**src/rtl/traffic_safety_monitor.sv**
```systemverilog
// Lamp-stream guard between traffic_light and the physical lamps: legality, sequencing and phase-duration checks.
// Legal lamps pass through with 1 clk latency; any violation forces all-red and latches the first fault code.
module traffic_safety_monitor #(
    parameter int G_TICKS = 5,
    parameter int Y_TICKS = 2,
    parameter int CNT_W   = 4
) (
    input  logic       clk,
    input  logic       rst,
    input  logic       tick,
    input  logic       ns_g,
    input  logic       ns_y,
    input  logic       ns_r,
    input  logic       ew_g,
    input  logic       ew_y,
    input  logic       ew_r,
    input  logic       clear_fault,
    output logic       safe_ns_g,
    output logic       safe_ns_y,
    output logic       safe_ns_r,
    output logic       safe_ew_g,
    output logic       safe_ew_y,
    output logic       safe_ew_r,
    output logic       fault,
    output logic [2:0] fault_code,
    output logic [7:0] viol_cnt
);

    typedef enum logic [1:0] {RUN, FAULT, RESYNC} state_t;

    localparam logic [2:0]       LAMP_G = 3'b100;
    localparam logic [2:0]       LAMP_Y = 3'b010;
    localparam logic [2:0]       LAMP_R = 3'b001;
    localparam logic [CNT_W-1:0] G_LIM  = CNT_W'(G_TICKS);
    localparam logic [CNT_W-1:0] Y_LIM  = CNT_W'(Y_TICKS);
    localparam logic [CNT_W-1:0] CNT_MAX = '1;

    state_t           state, state_nxt;
    logic [2:0]       ns_cur, ew_cur, ns_prev, ew_prev;
    logic [2:0]       safe_ns, safe_ew;
    logic [CNT_W-1:0] ns_cnt, ew_cnt;
    logic             ns_armed, ew_armed;
    logic             ns_chg, ew_chg, ns_step_ok, ew_step_ok;
    logic             v_conflict, v_onehot, v_order, v_dur, viol_basic, viol;
    logic [2:0]       code;
    logic             resync_exit;

    function automatic logic is_onehot(input logic [2:0] l);
        return (l == LAMP_G) || (l == LAMP_Y) || (l == LAMP_R);
    endfunction

    function automatic logic step_ok(input logic [2:0] p, input logic [2:0] c);
        return (p == LAMP_G && c == LAMP_Y) || (p == LAMP_Y && c == LAMP_R) ||
               (p == LAMP_R && c == LAMP_G);
    endfunction

    // Leaving a phase checks the exact count; staying in G/Y checks for overrun.
    function automatic logic dur_bad(input logic [2:0] p, input logic [2:0] c,
                                     input logic [CNT_W-1:0] cnt, input logic armed);
        if (!armed)
            return 1'b0;
        if (p != c)
            return (p == LAMP_G && cnt != G_LIM) || (p == LAMP_Y && cnt != Y_LIM);
        return (c == LAMP_G && cnt > G_LIM) || (c == LAMP_Y && cnt > Y_LIM);
    endfunction

    assign ns_cur     = {ns_g, ns_y, ns_r};
    assign ew_cur     = {ew_g, ew_y, ew_r};
    assign ns_chg     = ns_cur != ns_prev;
    assign ew_chg     = ew_cur != ew_prev;
    assign ns_step_ok = step_ok(ns_prev, ns_cur);
    assign ew_step_ok = step_ok(ew_prev, ew_cur);

    assign v_conflict = (ns_g | ns_y) & (ew_g | ew_y);
    assign v_onehot   = !is_onehot(ns_cur) || !is_onehot(ew_cur);
    assign v_order    = (ns_chg && !ns_step_ok) || (ew_chg && !ew_step_ok);
    assign v_dur      = dur_bad(ns_prev, ns_cur, ns_cnt, ns_armed) ||
                        dur_bad(ew_prev, ew_cur, ew_cnt, ew_armed);
    assign viol_basic = v_conflict | v_onehot | v_order;
    assign viol       = viol_basic | v_dur;

    always_comb begin
        code = 3'd0;
        if (v_conflict)    code = 3'd1;
        else if (v_onehot) code = 3'd2;
        else if (v_order)  code = 3'd3;
        else if (v_dur)    code = 3'd4;
    end

    always_comb begin
        state_nxt = state;
        case (state)
            RUN:     if (viol) state_nxt = FAULT;
            FAULT:   if (clear_fault) state_nxt = RESYNC;
            RESYNC:  if (!viol_basic && (ns_chg || ew_chg)) state_nxt = RUN;
            default: state_nxt = RUN;
        endcase
    end

    assign resync_exit = (state == RESYNC) && (state_nxt == RUN);

    always_ff @(posedge clk) begin
        if (!rst)
            state <= RUN;
        else
            state <= state_nxt;
    end

    always_ff @(posedge clk) begin
        if (!rst) begin
            ns_prev    <= LAMP_R;
            ew_prev    <= LAMP_R;
            ns_cnt     <= '0;
            ew_cnt     <= '0;
            ns_armed   <= 1'b0;
            ew_armed   <= 1'b0;
            safe_ns    <= LAMP_R;
            safe_ew    <= LAMP_R;
            fault_code <= 3'd0;
            viol_cnt   <= 8'd0;
        end else begin
            ns_prev <= ns_cur;
            ew_prev <= ew_cur;

            if (ns_chg)                        ns_cnt <= '0;
            else if (tick && ns_cnt != CNT_MAX) ns_cnt <= ns_cnt + 1'b1;
            if (ew_chg)                        ew_cnt <= '0;
            else if (tick && ew_cnt != CNT_MAX) ew_cnt <= ew_cnt + 1'b1;

            // The phase started by the change that leaves RESYNC is complete, so it arms.
            if (state_nxt == RESYNC) begin
                ns_armed <= 1'b0;
                ew_armed <= 1'b0;
            end else begin
                ns_armed <= ns_armed | (ns_chg & ns_step_ok);
                ew_armed <= ew_armed | (ew_chg & ew_step_ok);
            end

            if (state == RUN && !viol) begin
                safe_ns <= ns_cur;
                safe_ew <= ew_cur;
            end else begin
                safe_ns <= LAMP_R;
                safe_ew <= LAMP_R;
            end

            if (state == RUN && viol)
                fault_code <= code;
            else if (resync_exit)
                fault_code <= 3'd0;

            if (viol && viol_cnt != 8'hFF)
                viol_cnt <= viol_cnt + 8'd1;
        end
    end

    assign fault = state != RUN;
    assign {safe_ns_g, safe_ns_y, safe_ns_r} = safe_ns;
    assign {safe_ew_g, safe_ew_y, safe_ew_r} = safe_ew;

endmodule

```
**config.mk**
```make
export PLATFORM = sky130hd
export DESIGN_NAME = traffic_safety_monitor
export DESIGN_NICKNAME = d
export VERILOG_FILES = /design/src/rtl/traffic_safety_monitor.sv
export SDC_FILE = /design/constraint.sdc
export NUM_CORES = 1
export LEC_CHECK = 0
export ABC_AREA = 1
export CAP_MARGIN = 20
export CORE_MARGIN = 2
export CORE_UTILIZATION = 49
export CTS_CLUSTER_SIZE = 25
export DETAILED_ROUTE_END_ITERATION = 7
export GPL_TIMING_DRIVEN = 0
export PLACE_DENSITY = 0.78
export SLEW_MARGIN = 40
export SYNTH_ARGS = -nofsm -noshare
export SYNTH_HDL_FRONTEND = slang
export SYNTH_SLANG_ARGS = --single-unit
```
**constraint.sdc**
```tcl
create_clock -name clk -period 1.5 [get_ports clk]
set_clock_uncertainty 0.05 [all_clocks]
set_input_delay 0.225 -clock clk [delete_from_list [all_inputs] [get_ports clk]]
set_output_delay 0.225 -clock clk [all_outputs]
set_load 0.01 [all_outputs]
```
Figure 1. Signal wires on met1.
Scale bar: 20 um.
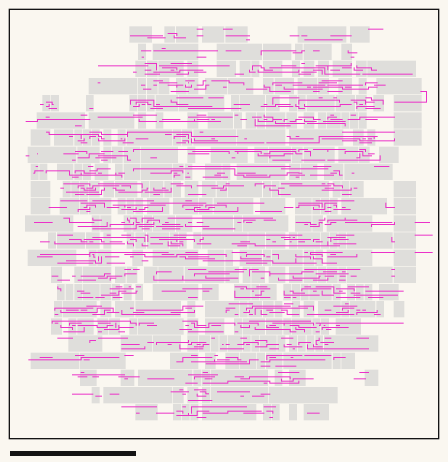
share of all routed wire = 42%
longest straight run = 25.8 um

Figure 2. M2 wires.
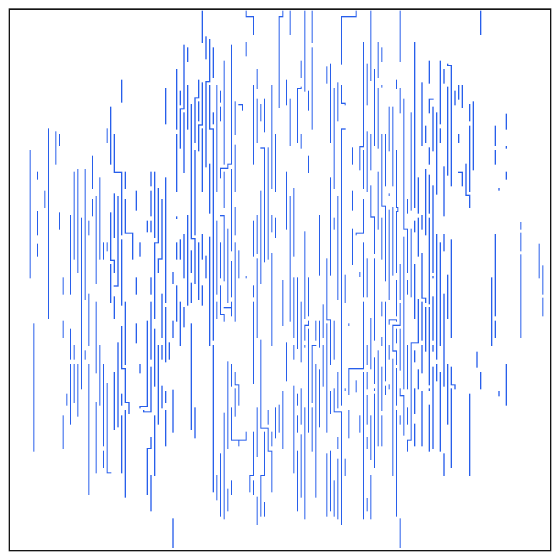
wire length on this layer = 2,640 um
share of all routed wire = 52%
met2 Use GR: 39.8%
vias post-DR: 2,035
WL final: 5060 um

Figure 3. The metal 3 layer.
Scale bar: 20 um.
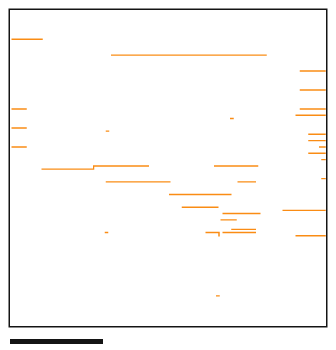
nets with wire on the layer = 26
share of all routed wire = 3.9%
wire length on this layer = 197 um
met3 usage: 3.95%

==> flow_summary.toml <==
# generated from flow reports
[run_status]
outcome = "finished with violations"
violations = "negative setup slack"

[job]
drv_cap = 0
warning_count = 35

[yosys]
ys_sh_aoi_pct = 6.46
ys_seq_elements = 35
dominantRegCellSynth = "dfxtp_1"
synth_area_leader_cell = "dfxtp_1"
ys_warn_count = 0
xor_area_share_pct = 4.83
synth-edff-count = 0
yosys_area_sq_mm = 0.00200
yosysTopAreaCellShare_pct = 35.1
top_cells_by_area = "dfxtp_1, nand2_1, nand3_1"
muxShareOfSynthArea_pct = 0
ys_cells = 290
async_flop_share_pct = 0
synth-simple-area-share_pct = 38.6
syn_inst = 290
seq_area_frac_synth_pct = 35.1
netlist_area_sq_mm = 0.00200
fp_nets = 309
avgSynthCellArea_sq_um = 6.88
synth.distinct_cells = 24
synth.logic.top_family = "simple AND/OR/NAND/NOR gates"
adder_share_pct = 5.64

[timing]
worst_slack_ns = -0.230
maxSlewHeadroom_pct = 69.0
fmax_mhz = 578
rsz0062_at_grt = "yes"
hold_viol_final = 0
period_used_pct = 115
worst_slew_pin_slew_ns = 0.466
finalCriticalPeriod_ns = 1.73
setup_tns_ns = -3.83
slew_viol_final = 0
setup_viol = 21
worst_hold_slack_ns = 0.0935

[final_layout]
syn2layout_area_growth_pct = 42.9
reg.largest.list = "viol_cnt x8, ew_cnt x4, ns_cnt x4"
layout_top_cell = "nand2_1"
finish.utilization_pct = 71.8
final_area_sq_mm = 0.00285
drive_gt1_share_pct = 32.7
regMostFlops = "viol_cnt"
nFillCells = 310
layout.nets = 364
final_cells = 396
antennaDiodeCount = 0
largest_reg_flops = 8

[worst_setup_path]
critical_path.cell_chain = "inv_2 > buf_6 > nand3_2 > nor2_2 > nor2_2 > nand3_2 > nand2_2 > nor2_4 > nand3_4 > nor3_4 > inv_2 > nor2_1"
r2r-start = "ns_prev[0]$_SDFF_PN1_"
crit_type = "reg2reg"
crit_buf_inv = 3
endpoint = "safe_ns[1]$_SDFF_PN0_"
startpoint_type = "register"
r2r_setup_slack_ns = -0.23
crit_family = "simple AND/OR/NAND/NOR gates"
cp_data_required_time_ns = 1.68
crit_cells = 12
cp-end-kind = "register"
worst_ep_arrival_time_ns = 1.91
r2r_cells = 12
r2r-end = "safe_ns[1]$_SDFF_PN0_"
cp_max_fo = 4
slowest_stage = "dfxtp_4"
slowest_delay_ns = 0.37

[floorplanning]
die_y_um = 67.8
die_w_um = 67.8
initial_core_util_pct = 50.3
coreArea_sq_mm = 0.00397
num_rows = 23
num_io_pins = 28

[power_and_ir_drop]
seqPwrFrac_pct = 42.0
seq_power_mw = 0.996
peakVddDrop_uv = 648
pg_comb_mw = 0.351
p_clk_share_pct = 43.3
p_switching_mw = 0.597
pg_clk_mw = 1.03
p_comb_share_pct = 14.8
p_per_area_mw_per_mm2 = 832
p_int_mw = 1.78
p_leak_nw = 1.33
p_sw_share_pct = 25.1
power.total_mw = 2.37
maxPowerGroup = "clock"

[placed_design]
dpl-instance-area_sq_mm = 0.00235
io_buffers = 26
globalplace.congestion = 0.856
dp_slack_ns = -0.741
dp_cells = 366
dp_hpwl_um = 3140

[clock_network]
cts_made_buffers = 5
clockRootBuffer = "clkbuf_8"
holdBufCountCts = 0
cts_resized = 46
cts.path.max_buffers = 2
clk_pin_slew_ns = 0.08
h-tree-depth = 2
cts_tree = "built"

[worst_hold_path]
hold_class = "in2reg"
hp-start = "ns_g"
whs_path_depth = 3

[detailed_routing]
dr_wl_met3_um = 196
wire_per_inst_um = 12.8
wl_met1_um = 2140
dr.pass1.iters = 4
drtIter0Drc = 152
wl_met2_um = 2640
drc = 0
ant_nets = 0
vias_per_cell = 5.14
dr.max_layer_used = "met4"

[global_route]
busiest_layer = "met2"
grt_pass1_vias = 1832
grt_usage_pct = 21.9
antenna_found_initial = 0
grtUsageMet1_pct = 25.5
grt_pass1_wl_um = 7600
grt_start_max_net_pins = 12
Figure 4. Clock routing.
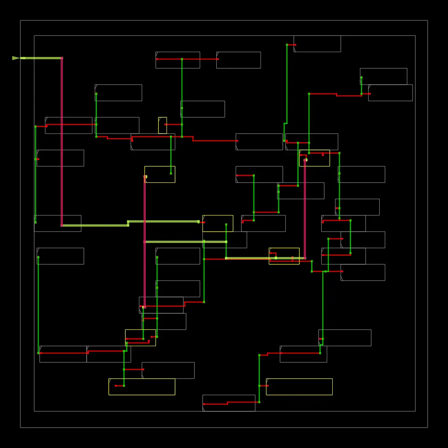
clk sink count: 35
worst skew pair latency: 0.29 ns

Figure 5. Drive-strength map.
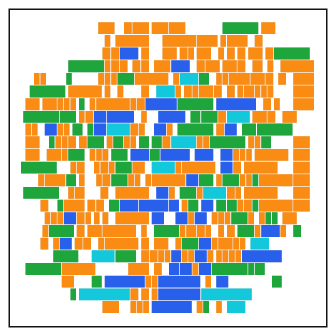
x6 and larger -> cyan  # cells 12, most used clkbuf_8
x2 -> green  # cells 61, most used dfxtp_2
x1 and smaller -> orange  # cells 233, most used nand2_1
x3 and x4 -> blue  # cells 40, most used buf_4

==> cell type report <==
class                           count  area, sq um  share of cell area [%]
Clock inverter                      2         60.1                    2.11
Buffer                              4         41.3                    1.45
Timing Repair Buffer               48          430                    15.1
Tap cell                           50         62.6                    2.19
Sequential cell                    35          732                    25.7
Multi-Input combinational cell    211         1300                    45.4
Inverter                           40          158                    5.53
Clock buffer                        6         72.6                    2.54
==> cell usage after synthesis, types with 2 or more instances <==
master	n
buf_6	3
nand3_2	3
nor2_2	2
nand2_1	72
inv_1	36
nor3_1	3
nand3_1	43
nor2_1	31
inv_2	4
ha_1	9
o21ai_0	2
a21oi_1	20
xnor2_1	5
nand2_2	4
dfxtp_1	35
nand4_1	4
xor2_1	6
nor3b_1	2
